$ cat src/rtl/rv_uart_loader_if.sv
// rv_uart_loader_if: dpram port-B write bundle driven by the serial loader.
// m_adr word-aligned byte address, m_dw lane-replicated data, m_we byte enables.
interface rv_uart_loader_if;
  logic [31:0] m_adr;
  logic [31:0] m_dw;
  logic [3:0]  m_we;

  modport master (output m_adr, m_dw, m_we);
  modport slave  (input  m_adr, m_dw, m_we);
endinterface

$ cat src/rtl/rv_uart_loader.sv
// rv_uart_loader: break-triggered 8N1 loader, A5 + adr + len header, image to dpram B.
// Ports: clk, xreset, rxd in; core_xreset, busy, err out; m = port-B write bundle.
module rv_uart_loader #(
  parameter int unsigned CLK_HZ     = 60000000,
  parameter int unsigned BAUD       = 115200,
  parameter int unsigned ADDR_BITS  = 17,
  parameter int unsigned BREAK_BITS = 20
) (
  input  logic clk,
  input  logic xreset,
  input  logic rxd,
  output logic core_xreset,
  output logic busy,
  output logic err,
  rv_uart_loader_if.master m
);

  localparam int unsigned DIV   = CLK_HZ / BAUD;
  localparam int unsigned HALF  = DIV / 2;
  localparam int unsigned BRK_N = BREAK_BITS * DIV;
  localparam int unsigned CW    = $clog2(DIV);
  localparam int unsigned BW    = $clog2(BRK_N + 1);

  localparam logic [CW-1:0] DIV_M1  = CW'(DIV - 1);
  localparam logic [CW-1:0] HALF_M1 = CW'(HALF - 1);
  localparam logic [BW-1:0] BRK_TOP = BW'(BRK_N);
  localparam logic [BW-1:0] BRK_M1  = BW'(BRK_N - 1);

  localparam logic [2:0] ST_IDLE = 3'd0;
  localparam logic [2:0] ST_BRK  = 3'd1;
  localparam logic [2:0] ST_SYNC = 3'd2;
  localparam logic [2:0] ST_ADR  = 3'd3;
  localparam logic [2:0] ST_LEN  = 3'd4;
  localparam logic [2:0] ST_DATA = 3'd5;
  localparam logic [2:0] ST_DONE = 3'd6;
  localparam logic [2:0] ST_ERR  = 3'd7;

  logic          rx_s1;
  logic          rx_s;
  logic          rx_q;
  logic [BW-1:0] brk_cnt;
  logic          brk_hit;

  logic          rx_on;
  logic [CW-1:0] rx_cnt;
  logic [3:0]    rx_bit;
  logic [7:0]    rx_sh;
  logic          byte_valid;
  logic          frame_err;

  logic [2:0]    state;
  logic [1:0]    hdr_idx;
  logic [31:0]   addr;
  logic [31:0]   len;
  logic [31:0]   len_nxt;
  logic          addr_ok;

  always_ff @(posedge clk) begin
    if (!xreset) begin
      rx_s1 <= 1'b1;
      rx_s  <= 1'b1;
      rx_q  <= 1'b1;
    end else begin
      rx_s1 <= rxd;
      rx_s  <= rx_s1;
      rx_q  <= rx_s;
    end
  end

  // Fires once, on the cycle the low run reaches BRK_N; saturation
  // keeps a long break from re-triggering.
  assign brk_hit = !rx_s && (brk_cnt == BRK_M1);

  always_ff @(posedge clk) begin
    if (!xreset) begin
      brk_cnt <= '0;
    end else if (rx_s) begin
      brk_cnt <= '0;
    end else if (brk_cnt != BRK_TOP) begin
      brk_cnt <= brk_cnt + 1'b1;
    end
  end

  // rx_bit: 0 = start, 1..8 = data, 9 = stop.
  always_ff @(posedge clk) begin
    if (!xreset) begin
      rx_on      <= 1'b0;
      rx_cnt     <= '0;
      rx_bit     <= 4'd0;
      rx_sh      <= 8'h00;
      byte_valid <= 1'b0;
      frame_err  <= 1'b0;
    end else begin
      byte_valid <= 1'b0;
      frame_err  <= 1'b0;
      if (state == ST_BRK) begin
        rx_on <= 1'b0;
      end else if (!rx_on) begin
        if (rx_q && !rx_s) begin
          rx_on  <= 1'b1;
          rx_cnt <= '0;
          rx_bit <= 4'd0;
        end
      end else if (rx_cnt == ((rx_bit == 4'd0) ? HALF_M1 : DIV_M1)) begin
        rx_cnt <= '0;
        if (rx_bit == 4'd0) begin
          if (rx_s) rx_on <= 1'b0;
          else rx_bit <= 4'd1;
        end else if (rx_bit == 4'd9) begin
          rx_on      <= 1'b0;
          byte_valid <= rx_s;
          frame_err  <= !rx_s;
        end else begin
          rx_sh  <= {rx_s, rx_sh[7:1]};
          rx_bit <= rx_bit + 4'd1;
        end
      end else begin
        rx_cnt <= rx_cnt + 1'b1;
      end
    end
  end

  assign len_nxt = {rx_sh, len[31:8]};
  assign addr_ok = (addr >> ADDR_BITS) == 32'd0;

  always_ff @(posedge clk) begin
    if (!xreset) begin
      state       <= ST_IDLE;
      hdr_idx     <= 2'd0;
      addr        <= 32'd0;
      len         <= 32'd0;
      core_xreset <= 1'b0;
      busy        <= 1'b0;
      err         <= 1'b0;
      m.m_adr     <= 32'd0;
      m.m_dw      <= 32'd0;
      m.m_we      <= 4'd0;
    end else begin
      m.m_we <= 4'd0;
      if (brk_hit) begin
        state       <= ST_BRK;
        core_xreset <= 1'b0;
        busy        <= 1'b1;
        err         <= 1'b0;
      end else begin
        unique case (state)
          ST_IDLE: core_xreset <= 1'b1;
          ST_BRK: if (rx_s) state <= ST_SYNC;
          ST_SYNC: begin
            hdr_idx <= 2'd0;
            if (frame_err) state <= ST_ERR;
            else if (byte_valid)
              state <= (rx_sh == 8'hA5) ? ST_ADR : ST_ERR;
          end
          ST_ADR: begin
            if (frame_err) begin
              state <= ST_ERR;
            end else if (byte_valid) begin
              addr    <= {rx_sh, addr[31:8]};
              hdr_idx <= hdr_idx + 2'd1;
              if (hdr_idx == 2'd3) state <= ST_LEN;
            end
          end
          ST_LEN: begin
            if (frame_err) begin
              state <= ST_ERR;
            end else if (byte_valid) begin
              len     <= len_nxt;
              hdr_idx <= hdr_idx + 2'd1;
              if (hdr_idx == 2'd3)
                state <= (len_nxt == 32'd0) ? ST_DONE : ST_DATA;
            end
          end
          ST_DATA: begin
            if (frame_err) begin
              state <= ST_ERR;
            end else if (byte_valid) begin
              if (addr_ok) begin
                m.m_we  <= 4'b0001 << addr[1:0];
                m.m_adr <= {addr[31:2], 2'b00};
                m.m_dw  <= {4{rx_sh}};
              end else begin
                err <= 1'b1;
              end
              addr <= addr + 32'd1;
              len  <= len - 32'd1;
              if (len == 32'd1) state <= ST_DONE;
            end
          end
          ST_DONE: begin
            busy        <= 1'b0;
            core_xreset <= 1'b1;
            state       <= ST_IDLE;
          end
          ST_ERR: begin
            err  <= 1'b1;
            busy <= 1'b0;
          end
          default: state <= ST_IDLE;
        endcase
      end
    end
  end

endmodule

$ cat src/flat_wrapper.sv
// flat-port wrapper written by rule: the top's interface ports become plain ports
module rv_uart_loader_flat 
#(
  parameter int unsigned CLK_HZ     = 60000000,
  parameter int unsigned BAUD       = 115200,
  parameter int unsigned ADDR_BITS  = 17,
  parameter int unsigned BREAK_BITS = 20
)
  (clk, xreset, rxd, core_xreset, busy, err, m_m_adr, m_m_dw, m_m_we);
  rv_uart_loader_if m_i ();
  input  logic clk;
  input  logic xreset;
  input  logic rxd;
  output logic core_xreset;
  output logic busy;
  output logic err;
  output wire logic [$bits(m_i.m_adr)-1:0] m_m_adr;
  output wire logic [$bits(m_i.m_dw)-1:0] m_m_dw;
  output wire logic [$bits(m_i.m_we)-1:0] m_m_we;
  assign m_m_adr = m_i.m_adr;
  assign m_m_dw = m_i.m_dw;
  assign m_m_we = m_i.m_we;
  rv_uart_loader #(.CLK_HZ(CLK_HZ), .BAUD(BAUD), .ADDR_BITS(ADDR_BITS), .BREAK_BITS(BREAK_BITS)) u_core (.clk(clk), .xreset(xreset), .rxd(rxd), .core_xreset(core_xreset), .busy(busy), .err(err), .m(m_i));
endmodule
$ cat config.mk
export PLATFORM = sky130hd
export DESIGN_NAME = rv_uart_loader_flat
export DESIGN_NICKNAME = d
export VERILOG_FILES = /design/src/rtl/rv_uart_loader_if.sv /design/src/rtl/rv_uart_loader.sv /design/src/flat_wrapper.sv
export SDC_FILE = /design/constraint.sdc
export NUM_CORES = 1
export LEC_CHECK = 0
export ABC_AREA = 1
export CAP_MARGIN = 20
export CORE_ASPECT_RATIO = 1.25
export CORE_MARGIN = 4
export CORE_UTILIZATION = 55
export CTS_BUF_LIST = sky130_fd_sc_hd__clkbuf_4 sky130_fd_sc_hd__clkbuf_8 sky130_fd_sc_hd__clkbuf_16
export CTS_CLUSTER_SIZE = 8
export DETAILED_ROUTE_END_ITERATION = 16
export PLACE_DENSITY = 0.76
export REMOVE_ABC_BUFFERS = 1
export SETUP_SLACK_MARGIN = 0.02
export SLEW_MARGIN = 10
export SYNTH_ARGS = -nofsm -noshare
export SYNTH_HDL_FRONTEND = slang
export SYNTH_SLANG_ARGS = --single-unit
$ cat constraint.sdc
create_clock -name clk -period 3.7 [get_ports clk]
set_input_delay 0.37 -clock clk [delete_from_list [all_inputs] [get_ports clk]]
set_output_delay 0.37 -clock clk [all_outputs]
set_load 0.02 [all_outputs]
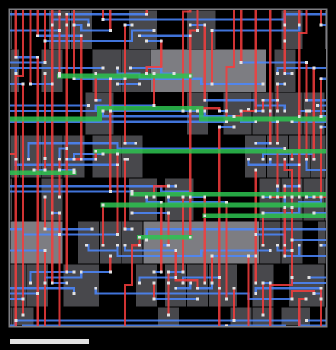
Figure 1: layout detail.
The bar under the picture is 5 um long. Window x 50 to 70, y 94 to 114 um. Cells in grey, sequential cells in the stronger grey; small squares are vias.
- M1: blue
- M3: green
- M2: red
- sequential cells in the window: 2
- netlist names of flops here include: u_core.len (2)
- cells with their middle in the window: 45
- most frequent: nand2_1 (16), nor2_1 (9)

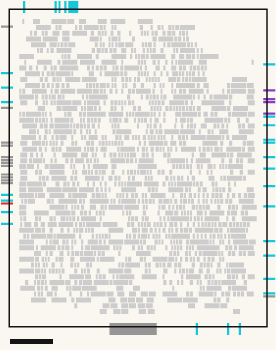
Figure 2: pin placement.
The bar under the picture is 20 um long. Pins as bars across the die edge, other pins in grey.
- rxd: red (pins 1; direction input; edge left)
- m_m_adr: cyan (pins 32; direction output; edge 13 right, 9 top, 7 left, 3 bottom)
- m_m_we: purple (pins 4; direction output; edge right)
- all pins by edge: 27 bottom, 20 left, 18 right, 9 top

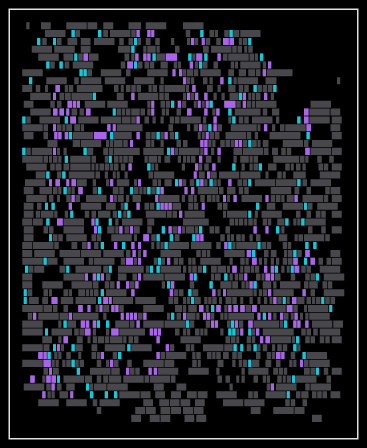
Figure 3: logic cells by family.
- nor cells: purple (cells 235)
- inv cells: cyan (cells 155; where widely spread)
Finished Layout Cells: 1577
combinational share of cell area: 0.459

==> flow_summary.ini <==
; synthesis and place-and-route metrics
[finish]
clockNetworkAreaShare = 0.0613
final_cell_mix = nand2_1, nor2_1, dfxtp_1, inv_1, o21ai_0
regArea_mm2 = 0.00312
inverters = 155

[cts]
clk_pin_slew_worst_paths_ns = 0.07
holdBufCountCts = 0
clk_latency_ns = 0.43
cts-root-buf = clkbuf_16
h-tree-depth = 4

[synth]
synthArstFlopShare = 0
yosys_area_mm2 = 0.00865
topCombFamilyByArea = simple AND/OR/NAND/NOR gates
area_leaders = dfxtp_1, nand2_1, nor2_1
synth_cells = 1330
synth_top_flop_cell = dfxtp_1

[floorplan]
initCoreUtil = 0.558
fp.dieH_um = 148
dieWidth_um = 120
io_pins = 74

[worst_setup_path]
reg2reg_slack_ns = 0.99
worstPathRequired_ns = 4.06
crit_path_end = u_core.len[6]
r2r-end = u_core.len[6]

[pwr]
switching_share = 0.238
pg_seq_mw = 1.71
power_switching_uw = 865

[global_routing]
top_usage_layer = met2
grt.total_usage = 0.255
grt_pass1_vias = 8275

[timing]
fmax_mhz = 369
hold_viol = 0
worst_pin_slew_ns = 0.848
finClkSkew_ns = 0.00828
min_period_ns = 2.71

[routing]
wl_met3_um = 1280
ant_nets = 0
met1_length_um = 9400
dr_wl_met2_um = 10900
drt-vias-per-instance = 5.48
drt_iter0_drc = 723

[min_path]
hold_path_depth = 1
hold_path.class = flip-flop to flip-flop

[place]
dp.cells = 1545
gp_congestion = 0.922
port_buffers = 71

[status]
status = completed
[critical path, delay by kind of cell (launching register included)]
family                 cells  cell delay, ns
flip-flops                 1            0.55
AND-OR/OR-AND              3            0.67
AND/OR/NAND/NOR            2            0.80
buffers and inverters      1            0.59
[sequential cells by signal, indices dropped and copies added (netlist names)]
signal and flops:
u_core.addr 32, u_core.brk_cnt 14, u_core.busy 1, u_core.byte_valid 1, u_core.core_xreset 1, u_core.err 1, u_core.frame_err 1, u_core.hdr_idx 2
u_core.len 32, u_core.m.m_adr 30, u_core.m.m_dw 8, u_core.m.m_we 4, u_core.rx_bit 4, u_core.rx_cnt 10, u_core.rx_on 1, u_core.rx_q 1
u_core.rx_s 1, u_core.rx_s1 1, u_core.rx_sh 8, u_core.state 3
